**config.mk**
```make
export PLATFORM = sky130hd
export DESIGN_NAME = pc_sequencer_flat
export DESIGN_NICKNAME = d
export VERILOG_FILES = /design/src/rtl/pc_seq_pkg.sv /design/src/rtl/pc_sequencer_if.sv /design/src/rtl/pc_target_calc.sv /design/src/rtl/pc_sequencer.sv /design/src/flat_wrapper.sv
export SDC_FILE = /design/constraint.sdc
export NUM_CORES = 1
export LEC_CHECK = 0
export CELL_PAD_IN_SITES_DETAIL_PLACEMENT = 2
export CELL_PAD_IN_SITES_GLOBAL_PLACEMENT = 2
export CORE_ASPECT_RATIO = 1.75
export CORE_MARGIN = 10
export CORE_UTILIZATION = 28
export DETAILED_ROUTE_END_ITERATION = 8
export HOLD_SLACK_MARGIN = 0.03
export PLACE_DENSITY = 0.82
export SYNTH_ARGS = -nofsm -noshare
export SYNTH_HDL_FRONTEND = slang
export SYNTH_HIERARCHICAL = 1
export SYNTH_SLANG_ARGS = --single-unit
export TNS_END_PERCENT = 1
```
**constraint.sdc**
```tcl
create_clock -name clk -period 5.62 [get_ports clk]
set_input_delay 1.124 -clock clk [delete_from_list [all_inputs] [get_ports clk]]
set_output_delay 1.124 -clock clk [all_outputs]
set_load 0.02 [all_outputs]
```
**src/rtl/pc_seq_pkg.sv**
```systemverilog
// Shared types, widths and constants for the program-counter sequencer.
package pc_seq_pkg;

  localparam int unsigned PC_W  = 32;
  localparam int unsigned IDX_W = 26;

  localparam logic [PC_W-1:0] RESET_VECTOR_DEF = 32'h0000_0000;
  localparam logic [PC_W-1:0] TRAP_VECTOR_DEF  = 32'h0000_0080;

  typedef enum logic [1:0] {
    BOOT  = 2'd0,
    RUN   = 2'd1,
    STALL = 2'd2,
    HALT  = 2'd3
  } state_e;

  // J-type target: region nibble of pc+4, instruction index, word alignment.
  function automatic logic [PC_W-1:0] jump_target(input logic [3:0]       region,
                                                   input logic [IDX_W-1:0] index);
    return {region, index, 2'b00};
  endfunction

endpackage

```
**src/rtl/pc_sequencer_if.sv**
```systemverilog
// Fetch handshake plus control-unit redirect inputs for the PC sequencer.
interface pc_sequencer_if;
  import pc_seq_pkg::*;

  logic             fetch_valid;
  logic             fetch_ready;
  logic [PC_W-1:0]  pc_out;
  logic [PC_W-1:0]  pc_plus4;
  logic             stall;
  logic             branch_taken;
  logic [PC_W-1:0]  branch_offset;
  logic             jump;
  logic [IDX_W-1:0] jump_index;
  logic             jr;
  logic [PC_W-1:0]  jr_target;
  logic             halt;
  logic             halted;
  logic             redirect_pend;
  logic             trap;

  // Sequencer side
  modport master (
    output fetch_valid, pc_out, pc_plus4, halted, redirect_pend, trap,
    input  fetch_ready, stall, branch_taken, branch_offset, jump, jump_index,
           jr, jr_target, halt
  );

  // Control unit / instruction memory side
  modport slave (
    input  fetch_valid, pc_out, pc_plus4, halted, redirect_pend, trap,
    output fetch_ready, stall, branch_taken, branch_offset, jump, jump_index,
           jr, jr_target, halt
  );

endinterface

```
**src/rtl/pc_target_calc.sv**
```systemverilog
// Combinational next-PC datapath: pc+4, branch adder, jump concat, priority mux.
module pc_target_calc
  import pc_seq_pkg::*;
(
  input  logic [PC_W-1:0]  pc_i,
  input  logic             branch_taken_i,
  input  logic [PC_W-1:0]  branch_offset_i,
  input  logic             jump_i,
  input  logic [IDX_W-1:0] jump_index_i,
  input  logic             jr_i,
  input  logic [PC_W-1:0]  jr_target_i,
  output logic [PC_W-1:0]  pc_plus4_o,
  output logic [PC_W-1:0]  next_pc_o
);

  logic [PC_W-1:0] branch_pc;

  assign pc_plus4_o = pc_i + PC_W'(4);
  assign branch_pc  = pc_plus4_o + (branch_offset_i << 2);

  // Priority select: jr > jump > branch > sequential
  always_comb begin
    next_pc_o = pc_plus4_o;
    if (jr_i) begin
      next_pc_o = jr_target_i & ~PC_W'(3);
    end else if (jump_i) begin
      next_pc_o = jump_target(pc_plus4_o[PC_W-1:PC_W-4], jump_index_i);
    end else if (branch_taken_i) begin
      next_pc_o = branch_pc;
    end
  end

endmodule

```
**src/rtl/pc_sequencer.sv**
```systemverilog
// PC register, fetch handshake FSM and stall-buffered redirect.
// Optional build macro: PC_MISALIGN_TRAP_EN (misaligned jr -> TRAP_VECTOR + trap pulse).
module pc_sequencer
  import pc_seq_pkg::*;
#(
  parameter logic [PC_W-1:0] RESET_VECTOR = RESET_VECTOR_DEF
`ifdef PC_MISALIGN_TRAP_EN
  ,
  parameter logic [PC_W-1:0] TRAP_VECTOR  = TRAP_VECTOR_DEF
`endif
) (
  input  logic           clk,
  input  logic           rst,
  pc_sequencer_if.master bus
);

  state_e          state_q, state_d;
  logic [PC_W-1:0] pc_q, pc_d;
  logic [PC_W-1:0] pend_q, pend_d;
  logic            fetch_valid_q, fetch_valid_d;
  logic            redirect_pend_q, redirect_pend_d;
  logic            halted_q, halted_d;
  logic [PC_W-1:0] calc_next_pc;
  logic [PC_W-1:0] next_pc;
  logic [PC_W-1:0] pc_plus4;
  logic            accept;

  assign accept = fetch_valid_q & bus.fetch_ready;

  pc_target_calc u_calc (
    .pc_i            (pc_q),
    .branch_taken_i  (bus.branch_taken),
    .branch_offset_i (bus.branch_offset),
    .jump_i          (bus.jump),
    .jump_index_i    (bus.jump_index),
    .jr_i            (bus.jr),
    .jr_target_i     (bus.jr_target),
    .pc_plus4_o      (pc_plus4),
    .next_pc_o       (calc_next_pc)
  );

`ifdef PC_MISALIGN_TRAP_EN
  logic trap_sel;
  logic pend_trap_q, pend_trap_d;
  logic trap_q, trap_d;

  // jr is top priority, so a misaligned jr target always wins the mux
  assign trap_sel = bus.jr & (bus.jr_target[1:0] != 2'b00);
  assign next_pc  = trap_sel ? TRAP_VECTOR : calc_next_pc;
`else
  assign next_pc  = calc_next_pc;
`endif

  // State register
  always_ff @(posedge clk) begin
    if (rst) state_q <= BOOT;
    else     state_q <= state_d;
  end

  // Next-state: halt beats stall; stall/redirects only count on accept
  always_comb begin
    state_d = state_q;
    case (state_q)
      BOOT:  state_d = RUN;
      RUN: begin
        if (accept) begin
          if (bus.halt)       state_d = HALT;
          else if (bus.stall) state_d = STALL;
        end
      end
      STALL: if (!bus.stall) state_d = RUN;
      HALT:  state_d = HALT;
      default: state_d = BOOT;
    endcase
  end

  // Datapath and registered-output next values
  always_comb begin
    pc_d            = pc_q;
    pend_d          = pend_q;
    redirect_pend_d = redirect_pend_q;
    fetch_valid_d   = (state_d == RUN);
    halted_d        = (state_d == HALT);
`ifdef PC_MISALIGN_TRAP_EN
    pend_trap_d     = pend_trap_q;
    trap_d          = 1'b0;
`endif
    case (state_q)
      RUN: begin
        if (accept && !bus.halt) begin
          if (bus.stall) begin
            pend_d          = next_pc;
            redirect_pend_d = 1'b1;
`ifdef PC_MISALIGN_TRAP_EN
            pend_trap_d     = trap_sel;
`endif
          end else begin
            pc_d = next_pc;
`ifdef PC_MISALIGN_TRAP_EN
            trap_d = trap_sel;
`endif
          end
        end
      end
      STALL: begin
        if (!bus.stall) begin
          pc_d            = pend_q;
          redirect_pend_d = 1'b0;
`ifdef PC_MISALIGN_TRAP_EN
          trap_d          = pend_trap_q;
`endif
        end
      end
      default: ;
    endcase
  end

  // Datapath and output registers
  always_ff @(posedge clk) begin
    if (rst) begin
      pc_q            <= RESET_VECTOR;
      pend_q          <= '0;
      fetch_valid_q   <= 1'b0;
      redirect_pend_q <= 1'b0;
      halted_q        <= 1'b0;
`ifdef PC_MISALIGN_TRAP_EN
      pend_trap_q     <= 1'b0;
      trap_q          <= 1'b0;
`endif
    end else begin
      pc_q            <= pc_d;
      pend_q          <= pend_d;
      fetch_valid_q   <= fetch_valid_d;
      redirect_pend_q <= redirect_pend_d;
      halted_q        <= halted_d;
`ifdef PC_MISALIGN_TRAP_EN
      pend_trap_q     <= pend_trap_d;
      trap_q          <= trap_d;
`endif
    end
  end

  assign bus.fetch_valid   = fetch_valid_q;
  assign bus.pc_out        = pc_q;
  assign bus.pc_plus4      = pc_plus4;
  assign bus.halted        = halted_q;
  assign bus.redirect_pend = redirect_pend_q;
`ifdef PC_MISALIGN_TRAP_EN
  assign bus.trap          = trap_q;
`else
  assign bus.trap          = 1'b0;
`endif

endmodule

```
**src/flat_wrapper.sv**
```systemverilog
// flat-port wrapper written by rule: the top's interface ports become plain ports
module pc_sequencer_flat import pc_seq_pkg::*;
#(
  parameter logic [PC_W-1:0] RESET_VECTOR = RESET_VECTOR_DEF

)
  (clk, rst, bus_fetch_valid, bus_pc_out, bus_pc_plus4, bus_halted, bus_redirect_pend, bus_trap, bus_fetch_ready, bus_stall, bus_branch_taken, bus_branch_offset, bus_jump, bus_jump_index, bus_jr, bus_jr_target, bus_halt);
  pc_sequencer_if bus_i ();
  input  logic clk;
  input  logic rst;
  output wire logic [$bits(bus_i.fetch_valid)-1:0] bus_fetch_valid;
  output wire logic [$bits(bus_i.pc_out)-1:0] bus_pc_out;
  output wire logic [$bits(bus_i.pc_plus4)-1:0] bus_pc_plus4;
  output wire logic [$bits(bus_i.halted)-1:0] bus_halted;
  output wire logic [$bits(bus_i.redirect_pend)-1:0] bus_redirect_pend;
  output wire logic [$bits(bus_i.trap)-1:0] bus_trap;
  input wire logic [$bits(bus_i.fetch_ready)-1:0] bus_fetch_ready;
  input wire logic [$bits(bus_i.stall)-1:0] bus_stall;
  input wire logic [$bits(bus_i.branch_taken)-1:0] bus_branch_taken;
  input wire logic [$bits(bus_i.branch_offset)-1:0] bus_branch_offset;
  input wire logic [$bits(bus_i.jump)-1:0] bus_jump;
  input wire logic [$bits(bus_i.jump_index)-1:0] bus_jump_index;
  input wire logic [$bits(bus_i.jr)-1:0] bus_jr;
  input wire logic [$bits(bus_i.jr_target)-1:0] bus_jr_target;
  input wire logic [$bits(bus_i.halt)-1:0] bus_halt;
  assign bus_fetch_valid = bus_i.fetch_valid;
  assign bus_pc_out = bus_i.pc_out;
  assign bus_pc_plus4 = bus_i.pc_plus4;
  assign bus_halted = bus_i.halted;
  assign bus_redirect_pend = bus_i.redirect_pend;
  assign bus_trap = bus_i.trap;
  assign bus_i.fetch_ready = bus_fetch_ready;
  assign bus_i.stall = bus_stall;
  assign bus_i.branch_taken = bus_branch_taken;
  assign bus_i.branch_offset = bus_branch_offset;
  assign bus_i.jump = bus_jump;
  assign bus_i.jump_index = bus_jump_index;
  assign bus_i.jr = bus_jr;
  assign bus_i.jr_target = bus_jr_target;
  assign bus_i.halt = bus_halt;
  pc_sequencer #(.RESET_VECTOR(RESET_VECTOR)) u_core (.clk(clk), .rst(rst), .bus(bus_i));
endmodule
```
met1.png
Cells faint in the background.
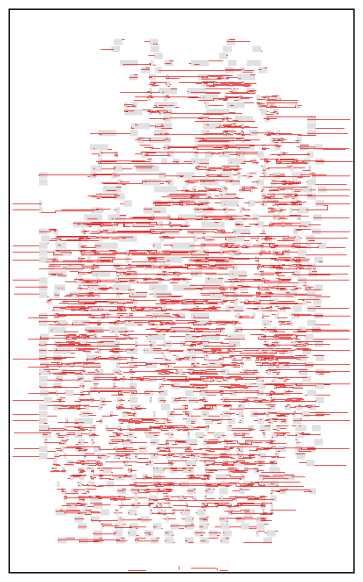
- wire length on this layer: 10600 µm
- longest straight run: 39.1 µm
- share of all routed wire: 36%
- main direction: horizontal
met1 Use GR: 18.7%
Total Routed Length: 29.6 mm
via count: 6836

met2.png
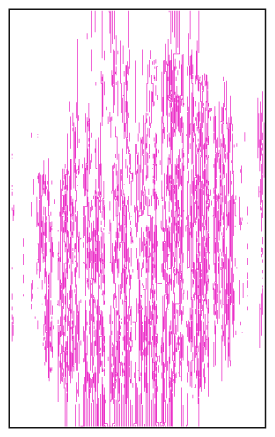
- main direction: vertical
- nets with wire on the layer: 979
- longest straight run: 84.0 µm
- wire length on this layer: 16400 µm
met2 GRT Util: 38.9%

met3.png
Cells faint in the background.
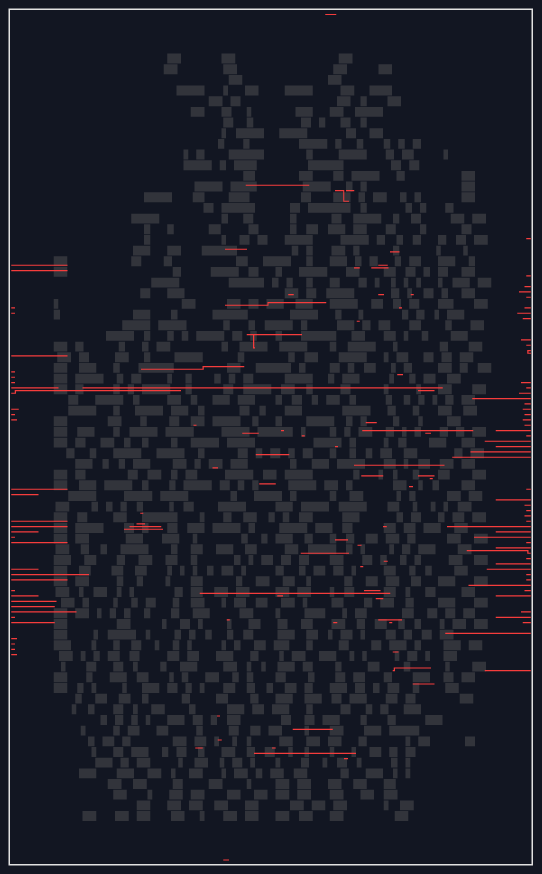
- main direction: horizontal
- share of all routed wire: 3.4%
GR Util met3: 3.18%

met4.png
The bar under the picture is 50 µm long. Cells faint in the background.
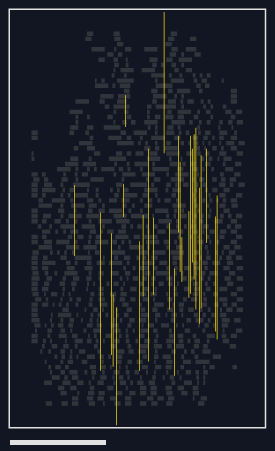
- wire length on this layer: 1570 µm
- nets with wire on the layer: 24
- share of all routed wire: 5.3%
- longest straight run: 111 µm
- main direction: vertical

final_congestion.png
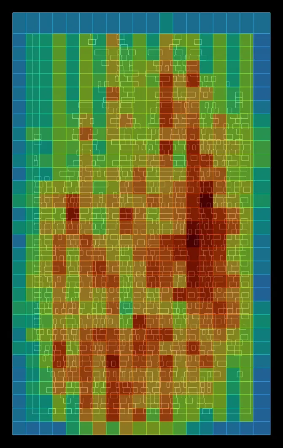
DR WL/cell: 24.4 µm
Total Routing Usage GR: 19.8%
Final Util: 37.7%
global route hottest layer: met2

==> Changelog: implementation <==
## Implementation

* CP cell instances: ha_1 > nand4_1 > nor3_1 > nand2_1 > nor4_1 > nand3_1 > xnor2_1 > ha_1 > nand2_1 > o21ai_0 > nor4_1 > o41a_1 > nor2b_1 > a21oi_1 > a21oi_1 > nor3_1 > mux2i_1 > a211oi_1
* FF-to-FF End: u_core/bus.pc_out[31]$_SDFFE_PP0P_
* Logic area at around 0.0045 mm²
* Mean post-synth cell area at between 7 and 8 µm²
* Startpoint Class: flip-flop
* Via-to-Cell Ratio at roughly 5.6
* Fillers at roughly 2.5k
* Initial antenna violation count at 0
* Multi-In Gates at between 600 and 700
* CP startpoint: u_core/bus.pc_out[3]$_SDFFE_PP0P_
* Die ar. at just under 0.03 mm²
* Synth Warn # at 6
* Non-filler cells, final at around 1.2k
* Cell total in the yosys stat output at 785
* Slew @ Worst Pin at about 970 ps
* Final Slew Violations at 0
* Worst path arrival time at 5180 ps
* Setup_tns at 0 ps
* Max Root-Sink Buffers at 2
* Mapped Cells at 785
* Die Y at about 220 µm
* CTS tree: yes
* CTS Hold Bufs at 0
* Top delay family on crit path: simple AND/OR/NAND/NOR gates
* Post-CTS Setup Bufs at 0
* Core area at 0.0221 mm²
* Clock slew at reported path FFs at about 60 ps
* Critical path start-end classification: reg2reg
* Met3 wire length at just over 1 mm
* Max cap viols at 0
* CP peak stage delay at 540 ps
* Post-CTS resize count at 0
* Post-place instance area at between 0.008 and 0.009 mm²
* Pleak at roughly 3.3 nW
* OpenROAD warning count at 36
* FF-to-FF path depth at 18
* Detailed-route DRC error count at 0
* RePlAce Congestion at approximately 0.92
* # diodes at 0
* Bufs w/o clock at about 180
* Top cell area share at about 22%
* Post-route antenna net violation count at 0
* Total Power at approximately 1.5 mW
* Mapped cell area at approximately 0.0063 mm²
* Number of buffers and inverters on the critical path at 0
* Top non-seq family: AND-OR/OR-AND gates
* Root Buffer: clkbuf_16
* Biggest Area Class: logic gates
* Post-synth ARST share at 0%
* PwrDens at around 180 mW/mm²
* Crit. path cell count at 18
* Most frequent cells in the layout: clkdlybuf4s50_1 (158), a21oi_1 (75), dfxtp_1 (69)
* Placed insts at around 1.2k
* WHS Endpoint: u_core/pend_q[26]$_SDFFE_PP0P_
* Unrepaired setup endpoints after global routing: no
* IO Count at 166
* Drt first-iter violations at ~280
* Comb area share at between 50% and 60%
* Layout cells sized above 1 at 9.59%
* And-or/or-and share of the synthesized area at between 30% and 40%
* Fp_density at 28.3%
* Cell Rows at 72
* Crit-path max FO at 10
* Metal-1 WL at 10.6 mm
* Clock buf/inv share at under 10%
* Cell type with the largest total area: dfxtp_1
* R2R setup slack at 690 ps
* Buffering overhead at 20.7%
* Die Wd at 133 µm
* Pre-CTS WS at about 650 ps
* CP Capture Type: flip-flop
* Dpl hpwl at between 20 and 25 mm
* Synth Seq Share at ~22%
* Registers, synthesis at about 70
* Post-Synth Simple-Gate Area at between 15 and 20%
* Grt ovf at 0
* Status: finished clean
* Period minus WS final at around 4900 ps
* WL met2 at 16.4 mm
* VDD IR max at approximately 0.14 mV
* Setup Skew at between 9 and 10 ps
* Total CTS buffers at 9
* Invs w/o clock at 19
* Largest net degree at the start of global routing at between 40 and 50
* Mux share at approximately 6.2%
* Vias in the first global route at around 7.7k
[Yosys cell counts (4+ instances only)]
master / count
nand2_1: 63
xnor2_1: 25
and2_1: 4
nor3_1: 10
buf_4: 9
a211oi_1: 41
inv_1: 18
o22ai_1: 16
dfxtp_1: 69
xor2_1: 21
a21oi_1: 75
a211oi_2: 30
nand4_1: 12
ha_1: 36
clkbuf_1: 30
o21ai_1: 13
or3_1: 6
nor2_1: 35
nor3b_1: 4
nand3_1: 51
a31oi_1: 4
mux2i_1: 39
a21o_1: 18
a221oi_1: 4
and3_1: 9
buf_2: 10
o21ai_0: 50
o21bai_1: 4
buf_6: 9
[report_power, final]
part           internal [mW]  switching (mW)  leakage, nW
Combinational          0.191           0.256         2.56
Sequential             0.501          0.0177        0.558
Clock                  0.346           0.229        0.146
No activity file was given, so power comes from the tool's default toggle rates.
